<file path="src/rtl/pushbutton_debounce_bank.sv">
// pushbutton_debounce_bank
//   N-channel push-button conditioner: 2-flop synchroniser, polarity
//   normalisation, per-channel stable-time debounce counter, registered
//   debounced level and one-cycle press/release pulses.
//   Optional feature macro: DEBOUNCE_AUTOREPEAT_EN adds hold-to-repeat press
//   pulses (REPEAT_DELAY / REPEAT_PERIOD exist only in that build).
module pushbutton_debounce_bank #(
    parameter int NUM_BTN         = 4,
    parameter int DEBOUNCE_CYCLES = 65536,
    parameter int ACTIVE_LOW_IN   = 1
`ifdef DEBOUNCE_AUTOREPEAT_EN
    ,
    parameter int REPEAT_DELAY    = 13500000,
    parameter int REPEAT_PERIOD   = 2700000
`endif
) (
    input  logic               clk_27,
    input  logic               reset_n,
    input  logic [NUM_BTN-1:0] btn_raw,
    output logic [NUM_BTN-1:0] btn_state,
    output logic [NUM_BTN-1:0] btn_press,
    output logic [NUM_BTN-1:0] btn_release,
    output logic               any_pressed
);

    localparam int               CNT_W        = $clog2(DEBOUNCE_CYCLES);
    localparam logic [CNT_W-1:0] CNT_MAX      = CNT_W'(DEBOUNCE_CYCLES - 1);
    localparam logic             INACTIVE_LVL = (ACTIVE_LOW_IN != 0);

    logic [NUM_BTN-1:0] sync_p0;
    logic [NUM_BTN-1:0] sync_p1;
    logic [NUM_BTN-1:0] btn_norm;
    logic [NUM_BTN-1:0] mismatch;
    logic [NUM_BTN-1:0] accept;
    logic [CNT_W-1:0]   cnt [NUM_BTN];

    // Stable-time counter step: clears on agreement and on acceptance, so it never wraps
    function automatic logic [CNT_W-1:0] next_count(input logic [CNT_W-1:0] c,
                                                    input logic             m);
        if (!m || (c == CNT_MAX))
            return '0;
        return c + CNT_W'(1);
    endfunction

    // Two-flop synchroniser; idles at the released pin level so reset looks like "not pressed"
    always_ff @(posedge clk_27 or negedge reset_n) begin
        if (!reset_n) begin
            sync_p0 <= {NUM_BTN{INACTIVE_LVL}};
            sync_p1 <= {NUM_BTN{INACTIVE_LVL}};
        end else begin
            sync_p0 <= btn_raw;
            sync_p1 <= sync_p0;
        end
    end

    // Normalise to pressed=1 and flag channels whose counter has run out while still disagreeing
    always_comb begin
        btn_norm = (ACTIVE_LOW_IN != 0) ? ~sync_p1 : sync_p1;
        mismatch = btn_norm ^ btn_state;
        accept   = '0;
        for (int i = 0; i < NUM_BTN; i++)
            accept[i] = mismatch[i] && (cnt[i] == CNT_MAX);
    end

    // Debounce counters, debounced level and release pulses
    always_ff @(posedge clk_27 or negedge reset_n) begin
        if (!reset_n) begin
            btn_state   <= '0;
            btn_release <= '0;
            for (int i = 0; i < NUM_BTN; i++)
                cnt[i] <= '0;
        end else begin
            for (int i = 0; i < NUM_BTN; i++)
                cnt[i] <= next_count(cnt[i], mismatch[i]);
            btn_state   <= btn_state ^ accept;
            btn_release <= accept & btn_state;
        end
    end

`ifdef DEBOUNCE_AUTOREPEAT_EN
    localparam int                HOLD_W      = (REPEAT_DELAY > 1) ? $clog2(REPEAT_DELAY) : 1;
    localparam logic [HOLD_W-1:0] HOLD_LAST   = HOLD_W'(REPEAT_DELAY - 1);
    localparam logic [HOLD_W-1:0] HOLD_RELOAD = HOLD_W'(REPEAT_DELAY - REPEAT_PERIOD);

    logic [HOLD_W-1:0] hold_cnt [NUM_BTN];

    // Press pulse on accept, then repeats while held; reloading to DELAY-PERIOD spaces later repeats
    always_ff @(posedge clk_27 or negedge reset_n) begin
        if (!reset_n) begin
            btn_press <= '0;
            for (int i = 0; i < NUM_BTN; i++)
                hold_cnt[i] <= '0;
        end else begin
            for (int i = 0; i < NUM_BTN; i++) begin
                btn_press[i] <= 1'b0;
                if (accept[i] || !btn_state[i]) begin
                    // accepted press pulses; accepted release suppresses any repeat
                    btn_press[i] <= accept[i] && !btn_state[i];
                    hold_cnt[i]  <= '0;
                end else if (hold_cnt[i] == HOLD_LAST) begin
                    btn_press[i] <= 1'b1;
                    hold_cnt[i]  <= HOLD_RELOAD;
                end else begin
                    hold_cnt[i] <= hold_cnt[i] + HOLD_W'(1);
                end
            end
        end
    end
`else
    // Press pulse exactly once per accepted press
    always_ff @(posedge clk_27 or negedge reset_n) begin
        if (!reset_n)
            btn_press <= '0;
        else
            btn_press <= accept & ~btn_state;
    end
`endif

    assign any_pressed = |btn_state;

endmodule

</file>
<file path="config.mk">
export PLATFORM = sky130hd
export DESIGN_NAME = pushbutton_debounce_bank
export DESIGN_NICKNAME = d
export VERILOG_FILES = /design/src/rtl/pushbutton_debounce_bank.sv
export SDC_FILE = /design/constraint.sdc
export NUM_CORES = 1
export LEC_CHECK = 0
export CAP_MARGIN = 20
export CORE_UTILIZATION = 40
export DETAILED_ROUTE_END_ITERATION = 16
export GPL_TIMING_DRIVEN = 0
export PLACE_DENSITY = 0.55
export SKIP_CTS_REPAIR_TIMING = 1
export SYNTH_ARGS = -nofsm -noshare
export SYNTH_HDL_FRONTEND = slang
export SYNTH_SLANG_ARGS = --single-unit
</file>
<file path="constraint.sdc">
create_clock -name clk_27 -period 2.41 [get_ports clk_27]
set_input_delay 0.241 -clock clk_27 [delete_from_list [all_inputs] [get_ports clk_27]]
set_output_delay 0.241 -clock clk_27 [all_outputs]
set_load 0.005 [all_outputs]
</file>
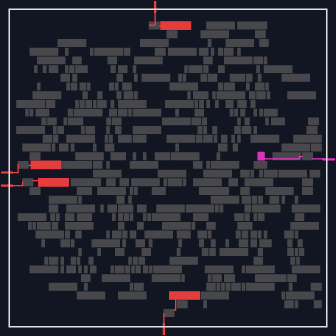
**Above:** run 1 (nets reached from selected ports).
| port | colour | bits | direction | edge | end cells | buffers | wire |
|---|---|---|---|---|---|---|---|
| `any_pressed` | magenta | 1 | output | right | 1 | 1 | 16.3 um |
| `btn_raw` | red | 4 | input | 2 left, 1 bottom, 1 top | 4 | 4 | 33.2 um |

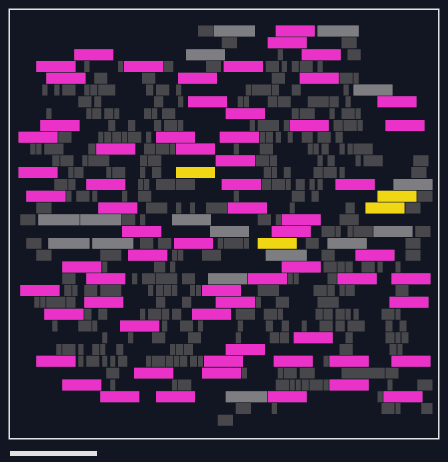
**Above:** run 1 (sequential cells grouped by signal name).
Scale bar: 20 um.
| signal | colour | sequential cells |
|---|---|---|
| `cnt` | magenta | 64 |
| `btn_press` | yellow | 4 |
not coloured: 16
Finished Core Util: 0.4792
P_seq: 1.46 mW
Sequential Area: 0.002112 mm^2
Seq area share: 0.4957

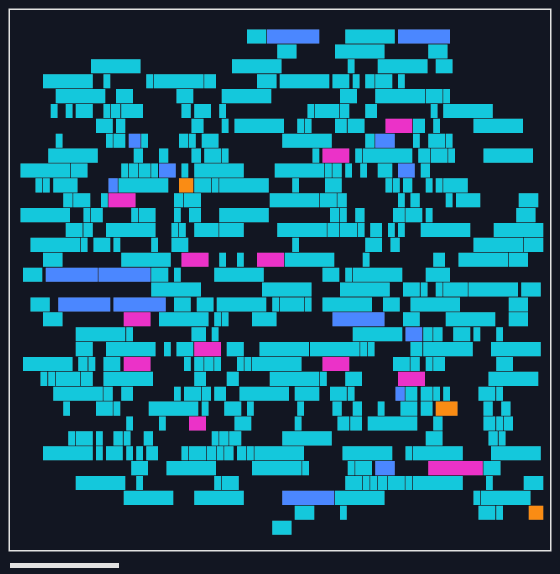
**Above:** run 1 (sizing map).
Scale bar: 20 um.
| size | colour | cells | share |
|---|---|---|---|
| x1 and smaller | cyan | 365 | 92% |
| x6 and larger | magenta | 12 | 3.0% |
| x3 and x4 | orange | 3 | 0.76% |
| x2 | blue | 16 | 4.0% |
Area growth, synth to finish: 13.92%
Final WS setup: 0.3622 ns

==> CHANGELOG.md, run 1 <==
### Physical design

* Core area at 0.008891 mm^2
* Max Cap Viol at 0
* Comb/total area at 0.3562
* Post-Synth Simple-Gate Area at 0.2114
* CTS buffer count at 9
* Unique cell types at 28
* NonClk Buf Share at 0.05521
* Post-synthesis async set-or-reset flop share at 1.000
* Pwr dens at 575.9 mW/mm^2
* Mux area share at 0
* Grt ovf at 0
* Combinational power at 0.0944 mW
* Initial Util at 0.4206
* Max VDD drop at 331.5 uV
* Clock Tree Buf Depth at 2
* Reg with most FFs: cnt
* Hold Path Class: input port to register
* Buffers, non-clock at 25
* Fa+ha+maj area frac at 0.04015
* M3 GR Usage at 0.03404
* Outcome: finished, final reports clean
* WHS Endpoint: sync_p0[3]$_DFF_PN1_
* Highest metal used: met4
* Number of flip-flops in the largest register at 64
* Commonest flop: dfrtp_1
* Final setup violation count at 0
* Comb gate area at 0.001518 mm^2
* Initial antenna violation count at 0
* TritonCTS clock tree: yes
* Sw power at 0.5767 mW
* Vias/cell at 4.861
* Vias at 2450
* Largest net degree at the start of global routing at 52
* Sw frac at 0.2350
* Worst EP arrival at 2.26 ns
* Most frequent cells in the layout: 76 x nor2_1, 76 x dfrtp_1, 41 x xnor2_1
* CTS H-tree lvls at 3
* Syn_nets at 378
* CP Depth at 6
* Critical path's top delay family: simple AND/OR/NAND/NOR gates
* Mapped Cells at 360
* Met2 usage at 0.2367
* Final ANT Viol Nets at 0
* Layout cells sized above 1 at 0.07828
* Metal3 WL at 176 um
* DRC at 0
* Tcrit/Tclk final at 0.8497
* Worst flop-to-flop path startpoint: cnt[32]$_DFF_PN0_
* Post-DP Area at 0.004080 mm^2
* Filler instances at 853
* Origin of the worst min-delay path: btn_raw[3]
* First-pass GRT wire length at 11470 um
* Main logic family: simple AND/OR/NAND/NOR gates
* Post-Layout Cell Count at 504
* Syn_area_per_cell at 10.39 um^2
* #MultiIn Comb at 247
* Max Freq at 488.3 MHz
* I/O Buffers at 18
* Routed WL at 6557 um
* Design area at 0.004260 mm^2
* Yosys stat area at 0.003740 mm^2
* Number of global-route vias before repair at 2433
* RSZ-0062 raised after global routing: no
* Synth warn at 0
* Crit. Startpoint: cnt[32]$_DFF_PN0_
* DP HPWL at 4505 um
==> run 1: cell usage after synthesis (all sizes together), types with 2 or more instances <==
library cell,n,share of area
dfrtp,76,0.51
nor2,76,0.076
xnor2,41,0.096
inv,24,0.024
nand3,23,0.032
nand4,17,0.028
nor3,17,0.023
xor2,17,0.040
nand2,15,0.015
ha,12,0.040
dfstp,8,0.056
nor4,8,0.013
clkbuf,4,0.0040
a21oi,3,0.0040
and4,3,0.0070
o21ai,3,0.0050
a31o,2,0.0047
and3,2,0.0033
or3,2,0.0033
==> run 1: cells by family after synthesis <==
| kind of cell | after synthesis |
|---|---|
| simple gates | 167 |
| flops | 84 |
| xor+xnor | 58 |
| buf+inv | 29 |
| fa+ha+maj | 12 |
| compound gates | 10 |
**Run 1: routed metal, one colour a layer**

Scale bar: 20 um.
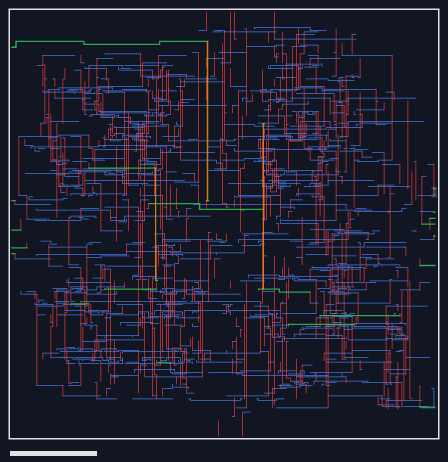

==> inputs of run 2 (changes only) <==
Clock period 2.41 ns to 2.1 ns, I/O delays scaled along.
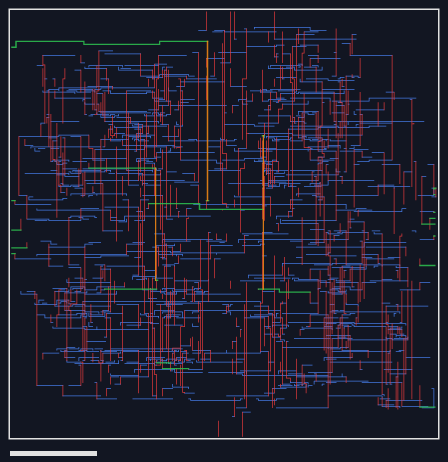
**Above:** run 2 (routed metal, one colour a layer).
Scale bar: 20 um.
| layer | colour | wire length |
|---|---|---|
| M1 | blue | 3320 um |
| M2 | red | 2970 um |
| M4 | orange | 97.9 um |
| M3 | green | 145 um |
GRT Total Usage: 0.1511
routed len/inst: 13.04 um
Routed WL: 6531 um

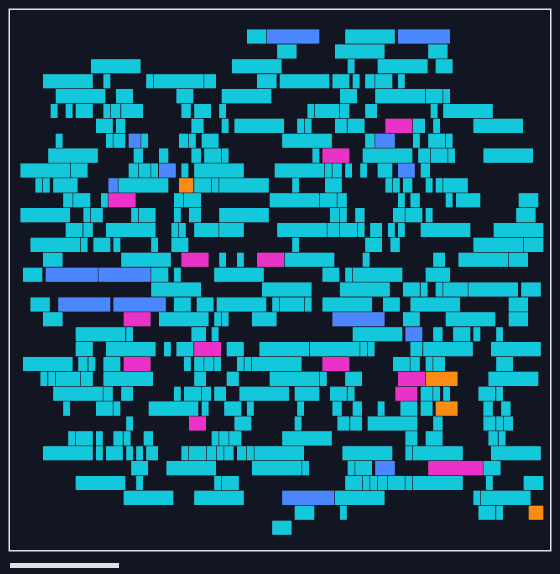
**Above:** run 2 (sizing map).
Scale bar: 20 um.
| size | colour | cells | share |
|---|---|---|---|
| x1 and smaller | cyan | 361 | 92% |
| x2 | blue | 15 | 3.8% |
| x3 and x4 | orange | 4 | 1.0% |
| x6 and larger | magenta | 13 | 3.3% |
Final WS setup: 0.1391 ns
Buffers, non-clock: 22

==> run 2 against run 1 <==
Against the previous run:
- die size unchanged
- clock power increased by about 20%
- area after synthesis unchanged
- sequential power increased by 14%
- cell area increased by 0.15%
- total power increased by 15%
- non-clock buffer count decreased by 3
- utilization increased by 0.070 points
- synthesized cell count unchanged
- worst hold slack got worse by 0.031 ns
- global-route usage unchanged
==> CHANGELOG.md, run 2 <==
### Physical design

* Most frequent cells in the layout: 76 x nor2_1, 76 x dfrtp_1, 41 x xnor2_1 (unchanged)
* DRT met1 WL at 3317 um (was 3347 um)
* Syn_nets at 378 (unchanged)
* Critical path's top delay family: simple AND/OR/NAND/NOR gates (unchanged)
* Area leader, netlist: dfrtp_1 (unchanged)
* Hold Path Class: input port to register (unchanged)
* Final setup violation count at 0 (unchanged)
* Area growth, synth to finish at 14.08% (was 13.92%)
* Tcrit/Tclk final at 0.9338 (was 0.8497)
* Highest metal used: met4 (unchanged)
* Design area at 0.004267 mm^2 (was 0.004260 mm^2)
* First-pass GRT wire length at 11470 um (unchanged)
* Reg with most FFs: cnt (unchanged)
* Filler instances at 855 (was 853)
* Metal3 WL at 145 um (was 176 um)
* Vias at 2438 (was 2450)
* Clock Tree Buf Depth at 2 (unchanged)
* Vias/cell at 4.866 (was 4.861)
* Mapped Cells at 360 (unchanged)
* Largest net degree at the start of global routing at 52 (unchanged)
* Diode count at 0 (unchanged)
* Outcome: finished, final reports clean (unchanged)
* Grt ovf at 0 (unchanged)
* TritonCTS clock tree: yes (unchanged)
* Met2 usage at 0.2367 (unchanged)
* Yosys stat area at 0.003740 mm^2 (unchanged)
* Area share, top type at 0.5085 (unchanged)
* Sequential cell fraction of total power at 0.593 (was 0.594)
* Core area at 0.008891 mm^2 (unchanged)
* Synth warn at 0 (unchanged)
* Commonest cells post-synth: 76 x dfrtp_1, 76 x nor2_1, 41 x xnor2_1 (unchanged)
* Post-Layout Cell Count at 501 (was 504)
* Commonest flop: dfrtp_1 (unchanged)
* RSZ-0062 raised after global routing: no (unchanged)
* M3 GR Usage at 0.03404 (unchanged)
* I/O Buffers at 18 (unchanged)
* Initial antenna violation count at 0 (unchanged)
* Max VDD drop at 380.6 uV (was 331.5 uV)
* CP Depth at 6 (unchanged)
* Crit. Startpoint: cnt[48]$_DFF_PN0_ (was cnt[32]$_DFF_PN0_)
* Sw power at 0.6628 mW (was 0.5767 mW)
* Sw frac at 0.2353 (was 0.2350)
* Number of flip-flops in the largest register at 64 (unchanged)
* Number of global-route vias before repair at 2433 (unchanged)
* CTS H-tree lvls at 3 (unchanged)
* Finished Core Util at 0.4799 (was 0.4792)
* Initial Util at 0.4206 (unchanged)
* CP max stage delay at 0.60 ns (was 0.41 ns)
* Max Freq at 510.0 MHz (was 488.3 MHz)
* Final ANT Viol Nets at 0 (unchanged)
* Origin of the worst min-delay path: btn_raw[3] (unchanged)
* DP HPWL at 4505 um (unchanged)
* Post-synthesis async set-or-reset flop share at 1.000 (unchanged)
* Combinational power at 0.108 mW (was 0.0944 mW)
* P_seq at 1.67 mW (was 1.46 mW)
* Worst flop-to-flop path startpoint: cnt[48]$_DFF_PN0_ (was cnt[32]$_DFF_PN0_)
* Worst reg2reg setup slack at 0.14 ns (was 0.36 ns)
* Post-DP Area at 0.004080 mm^2 (unchanged)
* Pwr dens at 660.2 mW/mm^2 (was 575.9 mW/mm^2)
* Grt peak-use layer: met2 (unchanged)
* Top area cell types: dfrtp_1 51%, xnor2_1 9.6%, nor2_1 7.6% (unchanged)
* Layout cells sized above 1 at 0.08142 (was 0.07828)
* Unique cell types at 28 (unchanged)
* DRC at 0 (unchanged)
* WHS Endpoint: sync_p0[3]$_DFF_PN1_ (unchanged)
* CTS buffer count at 9 (unchanged)
* Syn_area_per_cell at 10.39 um^2 (unchanged)
run 2: cells by family after synthesis:
family | Yosys count | synth area share
simple gates | 167 | 0.2114
flops | 84 | 0.5647
xor+xnor | 58 | 0.1358
buf+inv | 29 | 0.02944
fa+ha+maj | 12 | 0.04015
compound gates | 10 | 0.01840
run 2: layout make-up:
class | count | area (um^2) | area share
plain buffers | 2 | 15.01 | 0.003519
multi-input cells | 247 | 1529 | 0.3584
inverters | 24 | 90.09 | 0.02111
clock buffers | 13 | 148.9 | 0.03490
clock inverters | 3 | 21.27 | 0.004985
repair buffers | 20 | 215.2 | 0.05044
flip-flops and latches | 84 | 2112 | 0.4950
well taps | 108 | 135.1 | 0.03167
Power is estimated from default activity; no workload was simulated.
